--- src/rtl/motion_pkg.sv ---
// Shared status codes, FSM state encoding and the state-to-command mapping
// for the motion sequencer.
package motion_pkg;

    localparam logic [1:0] ST_STOP  = 2'b00;
    localparam logic [1:0] ST_FWD   = 2'b11;
    localparam logic [1:0] ST_RIGHT = 2'b01;
    localparam logic [1:0] ST_LEFT  = 2'b10;

    localparam logic [2:0] S_IDLE  = 3'd0;
    localparam logic [2:0] S_DEAD  = 3'd1;
    localparam logic [2:0] S_FWD   = 3'd2;
    localparam logic [2:0] S_TURN  = 3'd3;
    localparam logic [2:0] S_CHECK = 3'd4;

    // Motor command driven while sitting in a given state.
    function automatic logic [1:0] status_code(input logic [2:0] state, input logic turn_dir);
        logic [1:0] code;
        code = ST_STOP;
        if (state == S_FWD)
            code = ST_FWD;
        else if (state == S_TURN)
            code = turn_dir ? ST_LEFT : ST_RIGHT;
        return code;
    endfunction

endpackage

--- src/rtl/cycle_timer.sv ---
// Loadable down-counter used for the dead-time and pivot intervals.
// Counts down to zero and parks there; clear has priority over load.
module cycle_timer #(
    parameter int CNT_W = 25
) (
    input  logic             clk,
    input  logic             rst,
    input  logic             i_clr,
    input  logic             i_load,
    input  logic [CNT_W-1:0] i_load_val,
    output logic [CNT_W-1:0] o_value,
    output logic             o_done
);

    logic [CNT_W-1:0] r_value;

    always_ff @(posedge clk or posedge rst) begin
        if (rst)
            r_value <= '0;
        else if (i_clr)
            r_value <= '0;
        else if (i_load)
            r_value <= i_load_val;
        else if (r_value != '0)
            r_value <= r_value - 1'b1;
    end

    assign o_value = r_value;
    assign o_done  = (r_value == '0);

endmodule

--- src/rtl/motion_sequencer.sv ---
// Drive sequencer: turns ultrasonic distance samples into the 2-bit motor
// command for the H-bridge, with dead-time on every motion change and a watchdog.
module motion_sequencer
    import motion_pkg::*;
#(
    parameter int DIST_W      = 9,
    parameter int THRESH_CM   = 20,
    parameter int HYST_CM     = 5,
    parameter int DEAD_CYC    = 50000,
    parameter int TURN_CYC    = 25000000,
    parameter int TIMEOUT_CYC = 5000000,
    parameter int CNT_W       = 25
) (
    input  logic              clk,
    input  logic              rst,
    input  logic              enable,
    input  logic [DIST_W-1:0] dist_cm,
    input  logic              dist_valid,
    output logic [1:0]        status,
    output logic              obstacle,
    output logic              fault
);

    localparam logic [DIST_W:0]  THR_CM  = (DIST_W+1)'(THRESH_CM);
    localparam logic [DIST_W:0]  RES_CM  = THR_CM + (DIST_W+1)'(HYST_CM);
    localparam logic [CNT_W-1:0] DEAD_LD = CNT_W'(DEAD_CYC - 1);
    localparam logic [CNT_W-1:0] TURN_LD = CNT_W'(TURN_CYC - 1);
    localparam logic [CNT_W-1:0] WD_LAST = CNT_W'(TIMEOUT_CYC - 1);

    logic [2:0]       r_state;
    logic [2:0]       r_target;
    logic             r_turn_dir;
    logic [1:0]       r_status;
    logic             r_obstacle;
    logic             r_fault;
    logic [CNT_W-1:0] r_wd_cnt;

    logic [2:0]       w_state_nx;
    logic [2:0]       w_target_nx;
    logic             w_dir_nx;
    logic             w_tmr_clr;
    logic             w_tmr_load;
    logic [CNT_W-1:0] w_tmr_val;
    logic [CNT_W-1:0] w_tmr_value;
    logic             w_tmr_done;
    logic [DIST_W:0]  w_dist_ext;
    logic             w_clear;
    logic             w_resume;
    logic             w_wd_expire;

    assign w_dist_ext  = {1'b0, dist_cm};
    assign w_clear     = dist_valid && (w_dist_ext >= THR_CM);
    assign w_resume    = dist_valid && (w_dist_ext >= RES_CM);
    // A strobe arriving on the expiry cycle wins over the timeout.
    assign w_wd_expire = enable && !dist_valid && (r_wd_cnt == WD_LAST);

    cycle_timer #(.CNT_W(CNT_W)) u_timer (
        .clk        (clk),
        .rst        (rst),
        .i_clr      (w_tmr_clr),
        .i_load     (w_tmr_load),
        .i_load_val (w_tmr_val),
        .o_value    (w_tmr_value),
        .o_done     (w_tmr_done)
    );

    always_comb begin
        w_state_nx  = r_state;
        w_target_nx = r_target;
        w_dir_nx    = r_turn_dir;
        w_tmr_clr   = 1'b0;
        w_tmr_load  = 1'b0;
        w_tmr_val   = '0;
        if (!enable || w_wd_expire) begin
            w_state_nx = S_IDLE;
            w_tmr_clr  = (w_tmr_value != '0);
        end else begin
            case (r_state)
                S_IDLE: if (w_clear) begin
                    w_state_nx  = S_DEAD;
                    w_target_nx = S_FWD;
                    w_tmr_load  = 1'b1;
                    w_tmr_val   = DEAD_LD;
                end
                S_DEAD: if (w_tmr_done) begin
                    w_state_nx = r_target;
                    if (r_target == S_TURN) begin
                        w_tmr_load = 1'b1;
                        w_tmr_val  = TURN_LD;
                    end
                end
                S_FWD: if (dist_valid && !w_clear) begin
                    w_state_nx  = S_DEAD;
                    w_target_nx = S_TURN;
                    w_tmr_load  = 1'b1;
                    w_tmr_val   = DEAD_LD;
                end
                S_TURN: if (w_tmr_done)
                    w_state_nx = S_CHECK;
                // Already stopped here, so both exits skip the dead-time.
                S_CHECK: if (w_resume) begin
                    w_state_nx = S_FWD;
                    w_dir_nx   = !r_turn_dir;
                end else if (dist_valid) begin
                    w_state_nx = S_TURN;
                    w_tmr_load = 1'b1;
                    w_tmr_val  = TURN_LD;
                end
                default: w_state_nx = S_IDLE;
            endcase
        end
    end

    always_ff @(posedge clk or posedge rst) begin
        if (rst) begin
            r_state    <= S_IDLE;
            r_target   <= S_IDLE;
            r_turn_dir <= 1'b0;
            r_status   <= ST_STOP;
        end else begin
            r_state    <= w_state_nx;
            r_target   <= w_target_nx;
            r_turn_dir <= w_dir_nx;
            r_status   <= status_code(w_state_nx, w_dir_nx);
        end
    end

    always_ff @(posedge clk or posedge rst) begin
        if (rst) begin
            r_wd_cnt   <= '0;
            r_fault    <= 1'b0;
            r_obstacle <= 1'b0;
        end else begin
            if (!enable || dist_valid || w_wd_expire)
                r_wd_cnt <= '0;
            else
                r_wd_cnt <= r_wd_cnt + 1'b1;
            if (dist_valid)
                r_fault <= 1'b0;
            else if (w_wd_expire)
                r_fault <= 1'b1;
            if (dist_valid)
                r_obstacle <= (w_dist_ext < THR_CM);
        end
    end

    assign status   = r_status;
    assign obstacle = r_obstacle;
    assign fault    = r_fault;

endmodule

--- config.mk ---
export PLATFORM = sky130hd
export DESIGN_NAME = motion_sequencer
export DESIGN_NICKNAME = d
export VERILOG_FILES = /design/src/rtl/motion_pkg.sv /design/src/rtl/cycle_timer.sv /design/src/rtl/motion_sequencer.sv
export SDC_FILE = /design/constraint.sdc
export NUM_CORES = 1
export LEC_CHECK = 0
export CORE_ASPECT_RATIO = 0.6
export CORE_UTILIZATION = 45
export CTS_CLUSTER_DIAMETER = 60
export DETAILED_ROUTE_END_ITERATION = 7
export PLACE_DENSITY = 0.69
export SYNTH_ARGS = -nofsm -noshare
export SYNTH_HDL_FRONTEND = slang
export SYNTH_SLANG_ARGS = --single-unit
--- constraint.sdc ---
create_clock -name clk -period 2.3 [get_ports clk]
set_clock_uncertainty 0.2 [all_clocks]
set_input_delay 0.69 -clock clk [delete_from_list [all_inputs] [get_ports clk]]
set_output_delay 0.69 -clock clk [all_outputs]
set_load 0.01 [all_outputs]
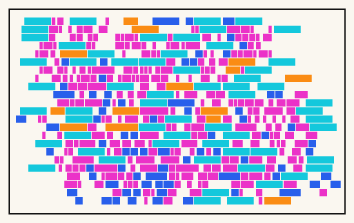
run_1/class_map.png
Scale: 3 px per micron.
legend:
  registers:
    color: cyan
    cells: 60
  remaining buffers and delay cells:
    color: blue
    cells: 74
  remaining logic cells:
    color: magenta
    cells: 269
  clock drivers and dummy loads:
    color: orange
    cells: 14
num rows: 23
core area: 0.00682 sq mm
fin area: 0.00456 sq mm

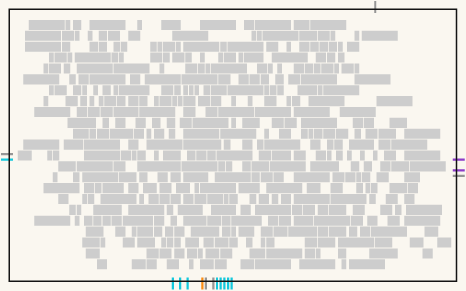
run_1/pinout.png
Scale: 4 px per micron. Pins as bars across the die edge, other pins in gray.
legend:
  dist_cm:
    color: cyan
    pins: 9
    direction: input
    edge: 8 bottom, 1 left
  enable:
    color: orange
    pins: 1
    direction: input
    edge: bottom
  status:
    color: purple
    pins: 2
    direction: output
    edge: right
all pins by edge: 11 bottom, 3 right, 2 left, 1 top

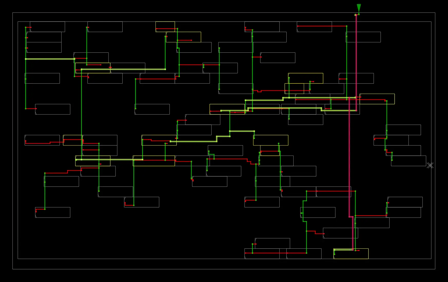
run_1/clock_nets.png
# clk buffers: 13
CTS buffer count: 9
Sinks on Clock Net: 60
clock group power: 1.38 mW

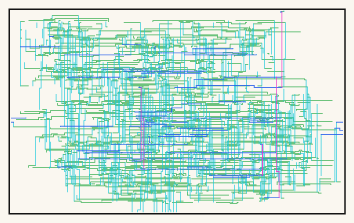
run_1/layers.png
Scale: 3 px per micron.
legend:
  M4:
    color: magenta
    wire_length: 118 microns
  M2:
    color: cyan
    wire_length: 3,990 microns
  M1:
    color: green
    wire_length: 4,690 microns
  M3:
    color: blue
    wire_length: 741 microns

==> GITHUB_STEP_SUMMARY, run 1 <==
## PnR job results

| Metric | Value |
|---|---|
| Status | `finished with violations` |
| Failing checks | `design-rule violations, negative setup slack` |
| CP Class | `flop to flop` |
| End point of the critical path | `r_wd_cnt[18]` |
| Die Span X | `111 microns` |
| Crit Reg-Reg Startpoint | `r_wd_cnt[12]` |
| Switching part of the total | `28.4%` |
| Synth top area cells | `dfrtp_1 46%, xnor2_1 8.7%, nor2_1 5.1%` |
| Combinational share of cell area | `41.5%` |
| FILL cells | `525` |
| GR Util met1 | `38.8%` |
| Area leader, netlist | `dfrtp_1` |
| Non-clk invs | `14` |
| Commonest cells post-synth | `60 x dfrtp_1, 44 x nor2_1, 32 x xnor2_1` |
| GRT Util Overall | `25.5%` |
| Sequential power share | `36.0%` |
| # Cells Yosys | `338` |
| # diodes | `0` |
| Dominant flop cell | `dfrtp_1` |
| Largest class | `multi-input combinational cells` |
| Final wirelength | `9.53 mm` |
| Post-synthesis sequential area ratio | `46.4%` |
| Slowest CP cell | `or4b_4` |
| Gr ovfl total | `0` |
| Global Route met2 Usage | `34.4%` |
| Residual DRC | `2` |
| PnR worst setup slack | `-0.243 ns` |
| Ys async rst share | `100%` |
| Crit path depth | `7` |
| Flip-flop and latch power | `1.22 mW` |
| Cell family with most CP delay | `simple AND/OR/NAND/NOR gates` |
| Share of cells above drive strength 1 | `29.0%` |
| Met2 wire len | `3.99 mm` |
| Final setup viols | `55` |
| Mi-comb count | `255` |
| Initial DRC count | `309` |
==> run 1 -> run 2 <==
--- a/config.mk
+++ b/config.mk
@@ -7,7 +7,7 @@
 export LEC_CHECK = 0
 export CORE_ASPECT_RATIO = 0.6
 export CORE_UTILIZATION = 45
-export CTS_CLUSTER_DIAMETER = 60
+export CTS_CLUSTER_SIZE = 30
 export DETAILED_ROUTE_END_ITERATION = 7
 export PLACE_DENSITY = 0.69
 export SYNTH_ARGS = -nofsm -noshare
==> run 2 against run 1 <==
The run still ends with design-rule violations, negative setup slack left. Synthesized area unchanged. Largest cell class unchanged. Register-to-register slack about the same. Critical endpoint unchanged. Global-route usage unchanged. Clock power is essentially flat. Sequential power barely moved. First-iteration DRC count did not move. Via count did not move. Non-clock buffer count did not move. Setup slack did not move. Power is the same. Worst hold slack unchanged. Routed wire length did not move.
==> GITHUB_STEP_SUMMARY, run 2 <==
## PnR job results

| Metric | Value |
|---|---|
| Status | `finished with violations` |
| Failing checks | `design-rule violations, negative setup slack` |
| Vias after detailed routing | `2,971` |
| Initial DRC count | `309` |
| Crit path depth | `7` |
| Pwr Density | `746 mW/mm^2` |
| Yosys top cell by instances | `dfrtp_1` |
| GRT busiest layer | `met1` |
| Fin area | `0.00456 sq mm` |
| Area fraction in and, or, nand and nor cells | `26.3%` |
| Pin count of the biggest net entering global routing | `26` |
| Distinct cell type count after synthesis | `46` |
| Sequential power share | `36.0%` |
| Comb power frac | `23.5%` |
| Worst endpoint required time | `2.32 ns` |
| Vias in the first global route | `2,682` |
| Resized Gates After CTS | `19` |
| Maxcap violations | `0` |
| Logic cell area | `0.00189 sq mm` |
| Crit path launch | `r_wd_cnt[12]` |
| Pwr top | `the clock network` |
| Yosys reg bits | `60` |
| CP Class | `flop to flop` |
| Combinational share of cell area | `41.5%` |
| Max incr delay on CP | `0.54 ns` |
| Commonest cells post-synth | `60 x dfrtp_1, 44 x nor2_1, 32 x xnor2_1` |
| Non-clk invs | `14` |
| Setup TNS | `-9.98 ns` |
| Gr ovfl total | `0` |
| Switching part of the total | `28.4%` |
| GRT Util Overall | `25.5%` |
| Hold_buf cts | `0` |
| Worst-case hold path end point | `r_wd_cnt[0]` |
| First-pass GRT wire length | `14.2 mm` |
| Yosys adder share | `0.774%` |
| Non-CTS buffers | `74` |
| Core area | `0.00682 sq mm` |
| Synth top area cells | `dfrtp_1 46%, xnor2_1 8.7%, nor2_1 5.1%` |
| Share of cells above drive strength 1 | `29.0%` |
| Least-Margin Pin Slew | `0.584 ns` |
| Final setup viols | `55` |
| Syn Area/Cell | `9.57 sq um` |
| Clock group power | `1.38 mW` |
| Num rows | `23` |
| Post-synthesis sequential area ratio | `46.4%` |
| Flip-flop and latch power | `1.22 mW` |
| PnR worst setup slack | `-0.243 ns` |
| Die Span X | `111 microns` |
| Slowest CP cell | `or4b_4` |
| Comb power | `801 uW` |
| Max-slew violations | `0` |
| Cell family with most CP delay | `simple AND/OR/NAND/NOR gates` |
| Hold depth | `1` |
| Ys async rst share | `100%` |
| R2R Setup Slk | `-0.24 ns` |
| Max Fclk | `393 MHz` |
| Initial antenna violation count | `0` |
| Largest class | `multi-input combinational cells` |
| Crit path DAT | `2.56 ns` |
| Crit Reg-Reg Startpoint | `r_wd_cnt[12]` |
| Minimum clock period | `2.54 ns` |
| Max VDD drop | `439 uV` |
| Fin. Hold Viols | `0` |
| Met2 wire len | `3.99 mm` |
| Latency at later pin | `0.33 ns` |
| Final wirelength | `9.53 mm` |
| Int Pwr | `2.43 mW` |
| GR Util met1 | `38.8%` |
| CTS buffer count | `9` |
| CTS H-Tree Depth | `3` |
| Reg2Reg Depth | `7` |
| Worst-path maximum fanout | `6` |
| FILL cells | `525` |
| End point of the critical path | `r_wd_cnt[18]` |
| CP bufs+invs | `2` |
| # diodes | `0` |
| # Cells Yosys | `338` |
| Area leader, netlist | `dfrtp_1` |
| Layout Cells excl Fill | `504` |
| Mi-comb count | `255` |
| Global Route met2 Usage | `34.4%` |
| Well Taps | `87` |
| Dominant flop cell | `dfrtp_1` |
| Sinks on Clock Net | `60` |
| Register Area | `0.00150 sq mm` |
| Residual DRC | `2` |
| # clk buffers | `13` |
| Hold Crit Class | `flop to flop` |
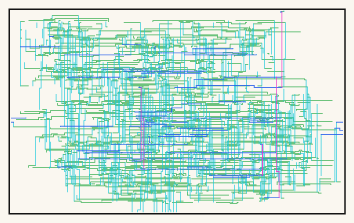
run_2/layers.png
Scale: 3 px per micron.
legend:
  M2:
    color: cyan
    wire_length: 3,990 microns
  M1:
    color: green
    wire_length: 4,690 microns
  M3:
    color: blue
    wire_length: 741 microns
  M4:
    color: magenta
    wire_length: 118 microns

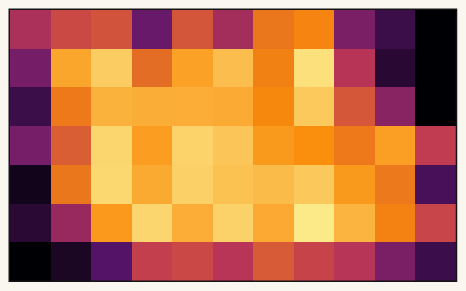
run_2/util_map.png
Scale: 4 px per micron. 11 x 7 tiles, from black (low) to pale yellow (high), 0 to 100% covered.
fullest tile: 95%
mean over tiles: 59%
emptiest ninth of the die: top right
tiles over 75% full: 40%
nearly empty tiles: 5.2%
densest ninth of the die: middle
fp util: 47.4%
final design utilization: 66.9%

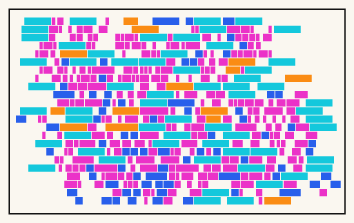
run_2/class_map.png
Scale: 3 px per micron.
legend:
  remaining logic cells:
    color: magenta
    cells: 269
  clock drivers and dummy loads:
    color: orange
    cells: 14
  remaining buffers and delay cells:
    color: blue
    cells: 74
  registers:
    color: cyan
    cells: 60
fraction of area in registers: 32.9%

Power figures rest on the tool's default switching activity, not on a simulated workload.
